**config.mk**
```make
export PLATFORM = sky130hd
export DESIGN_NAME = sdm_osr_sched_flat
export DESIGN_NICKNAME = d
export VERILOG_FILES = /design/src/rtl/sdm_pkg.sv /design/src/rtl/sdm_osr_sched_if.sv /design/src/rtl/sdm_sample_fifo.sv /design/src/rtl/sdm_osr_sched.sv /design/src/flat_wrapper.sv
export SDC_FILE = /design/constraint.sdc
export NUM_CORES = 1
export LEC_CHECK = 0
export CAP_MARGIN = 30
export CORE_AREA = 2 2 117 90
export DETAILED_ROUTE_END_ITERATION = 10
export DIE_AREA = 0 0 119 92
export GPL_TIMING_DRIVEN = 0
export PLACE_DENSITY = 0.82
export SETUP_SLACK_MARGIN = 0.15
export SYNTH_ARGS = -nofsm -noshare
export SYNTH_HDL_FRONTEND = slang
export SYNTH_SLANG_ARGS = --single-unit
```
**constraint.sdc**
```tcl
create_clock -name clk -period 2.3 [get_ports clk]
set_clock_uncertainty 0.05 [all_clocks]
set_input_delay 0.69 -clock clk [delete_from_list [all_inputs] [get_ports clk]]
set_output_delay 0.69 -clock clk [all_outputs]
set_load 0.05 [all_outputs]
```
**src/rtl/sdm_pkg.sv**
```systemverilog
// Shared types for the sigma-delta oversampling scheduler.
//   sched_state_t : scheduler FSM states
//   sample_t      : signed 16-bit PCM sample
package sdm_pkg;

  localparam int unsigned SAMPLE_W = 16;

  typedef logic signed [SAMPLE_W-1:0] sample_t;

  typedef enum logic [1:0] {
    IDLE  = 2'd0,
    PRIME = 2'd1,
    RUN   = 2'd2,
    STOP  = 2'd3
  } sched_state_t;

endpackage

```
**src/rtl/sdm_osr_sched_if.sv**
```systemverilog
// Stream, modulator and decimator signals of the oversampling scheduler.
//   master : scheduler side (drives s_ready, dac_*, adc_valid, m_*, status)
//   slave  : environment side (drives enable, s_valid/s_data, adc_out_*)
interface sdm_osr_sched_if;
  import sdm_pkg::*;

  logic        enable;
  logic        s_valid;
  logic        s_ready;
  sample_t     s_data;
  logic        dac_valid;
  sample_t     dac_data;
  logic        adc_valid;
  logic        adc_out_valid;
  sample_t     adc_out_data;
  logic        m_valid;
  sample_t     m_data;
  logic        underrun;
  logic        busy;
  logic [15:0] underrun_cnt;

  modport master (
    input  enable, s_valid, s_data, adc_out_valid, adc_out_data,
    output s_ready, dac_valid, dac_data, adc_valid, m_valid, m_data,
           underrun, busy, underrun_cnt
  );

  modport slave (
    output enable, s_valid, s_data, adc_out_valid, adc_out_data,
    input  s_ready, dac_valid, dac_data, adc_valid, m_valid, m_data,
           underrun, busy, underrun_cnt
  );

endinterface

```
**src/rtl/sdm_sample_fifo.sv**
```systemverilog
// Synchronous sample FIFO with show-ahead read data and no fall-through.
//   clk, rst_n : clock, synchronous active-low reset
//   push, din  : write request / data (ignored when full)
//   pop, dout  : read request (ignored when empty) / head-of-queue data
//   full, empty: occupancy flags
module sdm_sample_fifo
  import sdm_pkg::*;
#(
  parameter int unsigned DEPTH = 4
) (
  input  logic    clk,
  input  logic    rst_n,
  input  logic    push,
  input  logic    pop,
  input  sample_t din,
  output sample_t dout,
  output logic    full,
  output logic    empty
);

  localparam int unsigned AW = (DEPTH > 1) ? $clog2(DEPTH) : 1;
  localparam int unsigned PW = AW + 1;

  sample_t       r_mem [DEPTH];
  logic [PW-1:0] r_wr_ptr;
  logic [PW-1:0] r_rd_ptr;
  logic          w_wr_en;
  logic          w_rd_en;

  // Extra pointer MSB distinguishes full from empty when the indices match.
  assign empty   = (r_wr_ptr == r_rd_ptr);
  assign full    = (r_wr_ptr[AW] != r_rd_ptr[AW]) &&
                   (r_wr_ptr[AW-1:0] == r_rd_ptr[AW-1:0]);
  assign w_wr_en = push && !full;
  assign w_rd_en = pop && !empty;
  assign dout    = r_mem[r_rd_ptr[AW-1:0]];

  // Pointer update
  always_ff @(posedge clk) begin
    if (!rst_n) begin
      r_wr_ptr <= '0;
      r_rd_ptr <= '0;
    end else begin
      if (w_wr_en) r_wr_ptr <= r_wr_ptr + 1'b1;
      if (w_rd_en) r_rd_ptr <= r_rd_ptr + 1'b1;
    end
  end

  // Storage write
  always_ff @(posedge clk) begin
    if (w_wr_en) r_mem[r_wr_ptr[AW-1:0]] <= din;
  end

endmodule

```
**src/rtl/sdm_osr_sched.sv**
```systemverilog
// Oversampling scheduler: buffers PCM samples, holds each on the DAC input
// for OSR modulator ticks, generates DAC/ADC tick strobes every CLK_DIV
// clocks and decimates the ADC stream to one sample per OSR valid pulses.
//   clk, rst_n : clock, synchronous active-low reset
//   bus        : sdm_osr_sched_if.master (stream in, DAC/ADC strobes,
//                decimated output, underrun/busy/underrun_cnt status)
// Optional: define SDM_SCHED_STATS_EN for a saturating underrun counter;
// otherwise underrun_cnt is tied to zero.
module sdm_osr_sched
  import sdm_pkg::*;
#(
  parameter int unsigned OSR        = 64,
  parameter int unsigned CLK_DIV    = 4,
  parameter int unsigned FIFO_DEPTH = 4
) (
  input logic             clk,
  input logic             rst_n,
  sdm_osr_sched_if.master bus
);

  localparam int unsigned TICK_W  = (CLK_DIV > 1) ? $clog2(CLK_DIV) : 1;
  localparam int unsigned FRAME_W = (OSR > 1) ? $clog2(OSR) : 1;
  localparam logic [TICK_W-1:0]  TICK_LAST  = TICK_W'(CLK_DIV - 1);
  localparam logic [TICK_W-1:0]  TICK_PRE   = TICK_W'(CLK_DIV - 2);
  localparam logic [FRAME_W-1:0] FRAME_LAST = FRAME_W'(OSR - 1);

  sched_state_t       r_state;
  logic [TICK_W-1:0]  r_tick_cnt;
  logic [FRAME_W-1:0] r_frame_cnt;
  logic [FRAME_W-1:0] r_dec_cnt;
  logic               r_tick;
  logic               r_underrun;
  logic               r_busy;
  logic               r_m_valid;
  sample_t            r_hold;
  sample_t            r_m_data;

  logic    w_full;
  logic    w_empty;
  logic    w_push;
  logic    w_pop;
  logic    w_running;
  logic    w_frame_end;
  logic    w_underrun_set;
  logic    w_to_idle;
  sample_t w_fifo_dout;

  assign w_running      = (r_state == RUN) || (r_state == STOP);
  assign w_frame_end    = r_tick && (r_frame_cnt == FRAME_LAST);
  assign w_push         = bus.s_valid && !w_full;
  assign w_pop          = !w_empty &&
                          (((r_state == PRIME) && bus.enable) ||
                           ((r_state == RUN) && w_frame_end));
  assign w_underrun_set = (r_state == RUN) && w_frame_end && w_empty;
  assign w_to_idle      = ((r_state == PRIME) && !bus.enable) ||
                          ((r_state == STOP) && w_frame_end);

  sdm_sample_fifo #(
    .DEPTH (FIFO_DEPTH)
  ) u_fifo (
    .clk   (clk),
    .rst_n (rst_n),
    .push  (w_push),
    .pop   (w_pop),
    .din   (bus.s_data),
    .dout  (w_fifo_dout),
    .full  (w_full),
    .empty (w_empty)
  );

  // Scheduler FSM with tick/frame counters and the DAC hold register.
  // r_tick is set one cycle early so it is high exactly when
  // r_tick_cnt == CLK_DIV-1.
  always_ff @(posedge clk) begin
    if (!rst_n) begin
      r_state     <= IDLE;
      r_tick_cnt  <= '0;
      r_frame_cnt <= '0;
      r_tick      <= 1'b0;
      r_underrun  <= 1'b0;
      r_busy      <= 1'b0;
      r_hold      <= '0;
    end else begin
      r_underrun <= 1'b0;
      if (w_running) begin
        r_tick_cnt <= (r_tick_cnt == TICK_LAST) ? '0 : r_tick_cnt + 1'b1;
        r_tick     <= (r_tick_cnt == TICK_PRE);
        if (r_tick) begin
          r_frame_cnt <= (r_frame_cnt == FRAME_LAST) ? '0 : r_frame_cnt + 1'b1;
        end
      end
      case (r_state)
        IDLE: begin
          if (bus.enable) begin
            r_state <= PRIME;
            r_busy  <= 1'b1;
          end
        end
        PRIME: begin
          if (!bus.enable) begin
            r_state <= IDLE;
            r_busy  <= 1'b0;
          end else if (!w_empty) begin
            r_hold      <= w_fifo_dout;
            r_tick_cnt  <= '0;
            r_tick      <= 1'b0;
            r_frame_cnt <= '0;
            r_state     <= RUN;
          end
        end
        RUN: begin
          if (w_frame_end) begin
            if (!w_empty) begin
              r_hold <= w_fifo_dout;
            end else begin
              r_hold     <= '0;
              r_underrun <= 1'b1;
            end
          end
          if (!bus.enable) r_state <= STOP;
        end
        STOP: begin
          if (w_frame_end) begin
            r_hold  <= '0;
            r_state <= IDLE;
            r_busy  <= 1'b0;
          end
        end
        default: begin
          r_state <= IDLE;
          r_busy  <= 1'b0;
        end
      endcase
    end
  end

  // Decimator: forward every OSR-th ADC sample; restarts whenever IDLE is entered.
  always_ff @(posedge clk) begin
    if (!rst_n) begin
      r_dec_cnt <= '0;
      r_m_valid <= 1'b0;
      r_m_data  <= '0;
    end else begin
      r_m_valid <= 1'b0;
      if ((r_state != IDLE) && bus.adc_out_valid) begin
        if (r_dec_cnt == FRAME_LAST) begin
          r_dec_cnt <= '0;
          r_m_valid <= 1'b1;
          r_m_data  <= bus.adc_out_data;
        end else begin
          r_dec_cnt <= r_dec_cnt + 1'b1;
        end
      end
      if (w_to_idle) r_dec_cnt <= '0;
    end
  end

`ifdef SDM_SCHED_STATS_EN
  logic [15:0] r_underrun_cnt;

  // Saturating underrun statistics, cleared only by reset.
  always_ff @(posedge clk) begin
    if (!rst_n) begin
      r_underrun_cnt <= '0;
    end else if (w_underrun_set && (r_underrun_cnt != 16'hFFFF)) begin
      r_underrun_cnt <= r_underrun_cnt + 16'd1;
    end
  end

  assign bus.underrun_cnt = r_underrun_cnt;
`else
  assign bus.underrun_cnt = 16'h0000;
`endif

  assign bus.s_ready   = !w_full;
  assign bus.dac_valid = r_tick;
  assign bus.adc_valid = r_tick;
  assign bus.dac_data  = r_hold;
  assign bus.underrun  = r_underrun;
  assign bus.busy      = r_busy;
  assign bus.m_valid   = r_m_valid;
  assign bus.m_data    = r_m_data;

endmodule

```
**src/flat_wrapper.sv**
```systemverilog
// flat-port wrapper written by rule: the top's interface ports become plain ports
module sdm_osr_sched_flat import sdm_pkg::*;
#(
  parameter int unsigned OSR        = 64,
  parameter int unsigned CLK_DIV    = 4,
  parameter int unsigned FIFO_DEPTH = 4
)
  (clk, rst_n, bus_enable, bus_s_valid, bus_s_data, bus_adc_out_valid, bus_adc_out_data, bus_s_ready, bus_dac_valid, bus_dac_data, bus_adc_valid, bus_m_valid, bus_m_data, bus_underrun, bus_busy, bus_underrun_cnt);
  sdm_osr_sched_if bus_i ();
  input logic clk;
  input logic rst_n;
  input wire logic [$bits(bus_i.enable)-1:0] bus_enable;
  input wire logic [$bits(bus_i.s_valid)-1:0] bus_s_valid;
  input wire logic [$bits(bus_i.s_data)-1:0] bus_s_data;
  input wire logic [$bits(bus_i.adc_out_valid)-1:0] bus_adc_out_valid;
  input wire logic [$bits(bus_i.adc_out_data)-1:0] bus_adc_out_data;
  output wire logic [$bits(bus_i.s_ready)-1:0] bus_s_ready;
  output wire logic [$bits(bus_i.dac_valid)-1:0] bus_dac_valid;
  output wire logic [$bits(bus_i.dac_data)-1:0] bus_dac_data;
  output wire logic [$bits(bus_i.adc_valid)-1:0] bus_adc_valid;
  output wire logic [$bits(bus_i.m_valid)-1:0] bus_m_valid;
  output wire logic [$bits(bus_i.m_data)-1:0] bus_m_data;
  output wire logic [$bits(bus_i.underrun)-1:0] bus_underrun;
  output wire logic [$bits(bus_i.busy)-1:0] bus_busy;
  output wire logic [$bits(bus_i.underrun_cnt)-1:0] bus_underrun_cnt;
  assign bus_i.enable = bus_enable;
  assign bus_i.s_valid = bus_s_valid;
  assign bus_i.s_data = bus_s_data;
  assign bus_i.adc_out_valid = bus_adc_out_valid;
  assign bus_i.adc_out_data = bus_adc_out_data;
  assign bus_s_ready = bus_i.s_ready;
  assign bus_dac_valid = bus_i.dac_valid;
  assign bus_dac_data = bus_i.dac_data;
  assign bus_adc_valid = bus_i.adc_valid;
  assign bus_m_valid = bus_i.m_valid;
  assign bus_m_data = bus_i.m_data;
  assign bus_underrun = bus_i.underrun;
  assign bus_busy = bus_i.busy;
  assign bus_underrun_cnt = bus_i.underrun_cnt;
  sdm_osr_sched #(.OSR(OSR), .CLK_DIV(CLK_DIV), .FIFO_DEPTH(FIFO_DEPTH)) u_core (.clk(clk), .rst_n(rst_n), .bus(bus_i));
endmodule
```
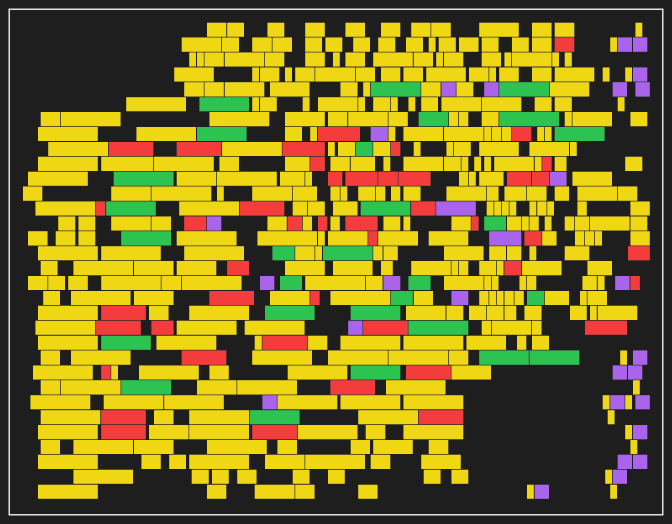
*Cells by drive strength*
colour	size	cells	most used
red	_2 cells	45	mux4_2
green	_6 and larger	28	clkbuf_16
yellow	_0 and _1 cells	367	edfxtp_1
purple	_3 and _4 cells	28	buf_4
worst path setup slack after routing: 184 ps
area added between synthesis and finish: 30.5%

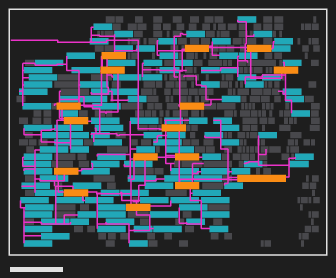
*Routed clock nets over the placement*
Bar = 20 um.
[magenta] clock wires | length: 1,390 um
[cyan] flip-flops | count: 124
[orange] clock drivers | count: 17
flops lie	spread over the die
Clk pwr share: 48.0%
insertion delay to the later sink of the worst-skew pair: 410 ps

==> impl_metrics.yaml <==
# yosys + openroad results
grt:
  globalRouteMet3Util_pct: 5.60
  grt_first_pass_wirelength_mm: 15.9
  grt_util_met1_pct: 23.8
  grt_antenna_before_repair: 0
  largest_net_degree_at_the_start_of_global_routing: 17
  use_met2_pct: 30.7
  first_global_vias: 3226
  layer_with_the_highest_usage_after_global_routing: "met2"
  grt_remaining_overflow: 0
sta:
  timing_worst_slew_pin_value_ps: 776
  finalSetupViolations: 0
  hold_viol_final: 0
  timing.final.max_slew_violations: 0
  slew_headroom_pct: 48.2
  finalClockPeriodUsage_pct: 92.0
  timing.fmax_mhz: 473
  rsz0062_at_grt: "yes"
  period_needed_ps: 2120
placed_design:
  gp_congestion: 0.810
  place.detailed.hpwl_mm: 6.47
  dp_cells: 572
  port_buffers: 74
critical_path:
  end_kind: "output port"
  critical_path_peak_fanout: 3
  required_ps: 1560
  critical_path.slowest_cell: "dfxtp_1"
  timing.critical_path.cells: "xor2_1 -> nand3_1 -> buf_2"
  cp_slowest_stage_delay_ps: 430
  arrival_ps: 1380
  critical-path-top-delay-family: "flip-flops"
  path_class: "reg -> out"
  worstSetupStartpointType: "register"
  path_buffers: 1
synth:
  netlist.area_leader.share_pct: 38.5
  dominantRegCellSynth: "edfxtp_1"
  top_cells_by_area: "edfxtp_1 (38%), dfxtp_1 (24%), mux4_2 (6.8%), mux2i_1 (3.6%), buf_4 (2.9%)"
  async_flop_share_pct: 0
  yosys.area.top_type: "edfxtp_1"
  synth.most_common_cell: "edfxtp_1"
  syn_avg_cell_area_um2: 14.4
  synth.cells.most_frequent: "edfxtp_1 (64), dfxtp_1 (60), nor2_1 (30), buf_4 (19), mux2i_1 (18)"
  synth_cell_type_count: 52
  edf_count: 64
  yosysCellCount: 347
  post_synth_inst_count: 347
  synth.yosys.warnings: 0
  synth_flop_count: 124
  yosys.stat.chipArea_um2: 4990
  synth.cell_area_um2: 4990
  synth_sequential_area_ratio_pct: 62.5
clock_tree:
  clock_tree_from_tritoncts: "done"
  clock_transition_time_at_the_flip_flop_clock_pins_of_the_worst_setup_and_hold_paths_ps: 50
  clock-sinks: 124
  cts_buffers: 17
  clk_path_buf_depth: 2
  cts-root-buf: "clkbuf_16"
  cts_hold_buffers: 0
  h-tree-depth: 4
worst_hold_path:
  hold_class: "reg -> reg"
cells_and_area:
  postLayoutCoreUtil_pct: 65.4
  antenna_cells: 0
  final_cell_count_no_fill: 604
  post_route_cells_drive_above_1_share_pct: 21.6
  num-nets-final: 501
floorplan:
  io_pins: 91
  dieHeight_um: 92
  initCoreUtil_pct: 50.1
  floorplan.core_area_um2: 9970
  die-width_um: 119
  row_count: 32
  die_area_um2: 10900
pwr:
  total_leakage_power_nw: 2.51
  power.density_nw_per_um2: 854
  vdd_ir_drop_max_mv: 0.496
route:
  drt_pass1_iterations: 4
  drc: 0
  detail-route-antenna-nets: 0
  vias_per_cell: 5.18
  detail_route.iter0.violations: 258
flow_run:
  max_cap_viol_count: 0
  tool_warnings: 32
status:
  outcome: "complete, no violations"
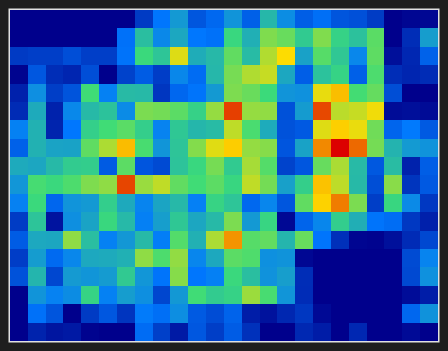
*Signal metal coverage by tile*
The die is cut into 24 by 18 equal tiles; dark blue is low, red is high, scaled to the fullest tile. Values are wire area over tile area, all layers added.
emptiest ninth of the die	south-east
mean over tiles	0.14
fullest tile	0.45
detailed-route wire length: 9.90 mm
mean routed wirelength per cell: 16.4 um
total vias in the final route: 3,128
all-layer global routing usage: 19.1%

## where the power goes
group | switching [mW] | internal, mW
logic | 0.269 | 0.183
clock network | 0.965 | 1.70
registers | 0.0339 | 2.41
## kinds of logic after synthesis
group	after synthesis	share of synthesized area, %
flops	124	62.5
simple gates	78	7.69
compound gates	42	7.49
buf+inv	42	5.61
mux	34	10.9
xor+xnor	17	3.43
fa+ha+maj	9	2.26
other cells	1	0.0751
## layout make-up
| cell class | instances | area, um^2 |
|---|---|---|
| inverter | 9 | 33.8 |
| multi-input combinational | 196 | 1650 |
| timing repair buffer | 74 | 688 |
| clock inverter | 14 | 170 |
| tap | 136 | 170 |
| buffer | 33 | 249 |
| fill | 702 | 3450 |
| sequential | 124 | 3130 |
| clock buffer | 18 | 429 |
## layout by cell type (no fill, tap or decap), types with 5 or more instances in the layout
master and n:
nand2_1 16, nand3_1 7, edfxtp_1 64, clkbuf_1 5, xor2_1 8, clkbuf_16 17, a21oi_1 5, nor3_1 9
xnor2_1 6, clkdlybuf4s50_1 36, buf_4 19, ha_1 9, mux2i_1 18, conb_1 16, buf_6 5, mux4_2 15
inv_1 8, dlygate4sd2_1 35, a32o_1 13, nor2_1 30, dfxtp_1 57
## worst paths after layout
path	depth (start not counted)	start	to	slack, ps
max	3	u_core.u_fifo.r_wr_ptr[2]	bus_s_ready	180
min	1	u_core.bus.dac_data[3]	u_core.bus.dac_data[3]	410
max reg2reg	3	u_core.u_fifo.r_rd_ptr[1]	u_core.u_fifo.r_mem[3][3]	350
min reg2reg	1	u_core.bus.dac_data[3]	u_core.bus.dac_data[3]	410
## per-layer routing
layer / up-vias / routed length (um)
met1: 1533 / 4450
met5: - / 0
met3: 15 / 465
met4: 0 / 133
met2: 83 / 4850
li1: 1497 / -
## sequential cells by signal, indices dropped and copies added (netlist names), named ones only
register / cells
u_core.bus.m_data: 16
u_core.r_dec_cnt: 6
u_core.bus.m_valid: 1
u_core.u_fifo.r_rd_ptr: 3
u_core.r_state: 1
u_core.bus.underrun: 1
u_core.bus.dac_data: 16
u_core.bus.adc_valid: 1
u_core.u_fifo.r_wr_ptr: 3
u_core.u_fifo.r_mem: 64
u_core.r_tick_cnt: 2
u_core.r_frame_cnt: 6
u_core.bus.busy: 1
## timing repair
item / 4_1_cts / 5_1_grt
setup buffers: 0 / 0
gates resized: 48 / 8
setup endpoints to repair: 86 / 18
## per-stage QoR
step	setup slack, ps	setup TNS [ps]	area, um^2	hold WS (ps)	total power [mW]
5_1_grt	126	0	6520	432	5.73
3_5_place_dp	-296	-19440	5960	404	2.95
3_3_place_gp	-257	-16580	5960	389	2.93
4_1_cts	46.3	0	6530	413	5.60
6_report	184	0	6520	410	5.57
2_1_floorplan	355	0	5050	378	2.79
Power figures rest on the tool's default switching activity, not on a simulated workload.
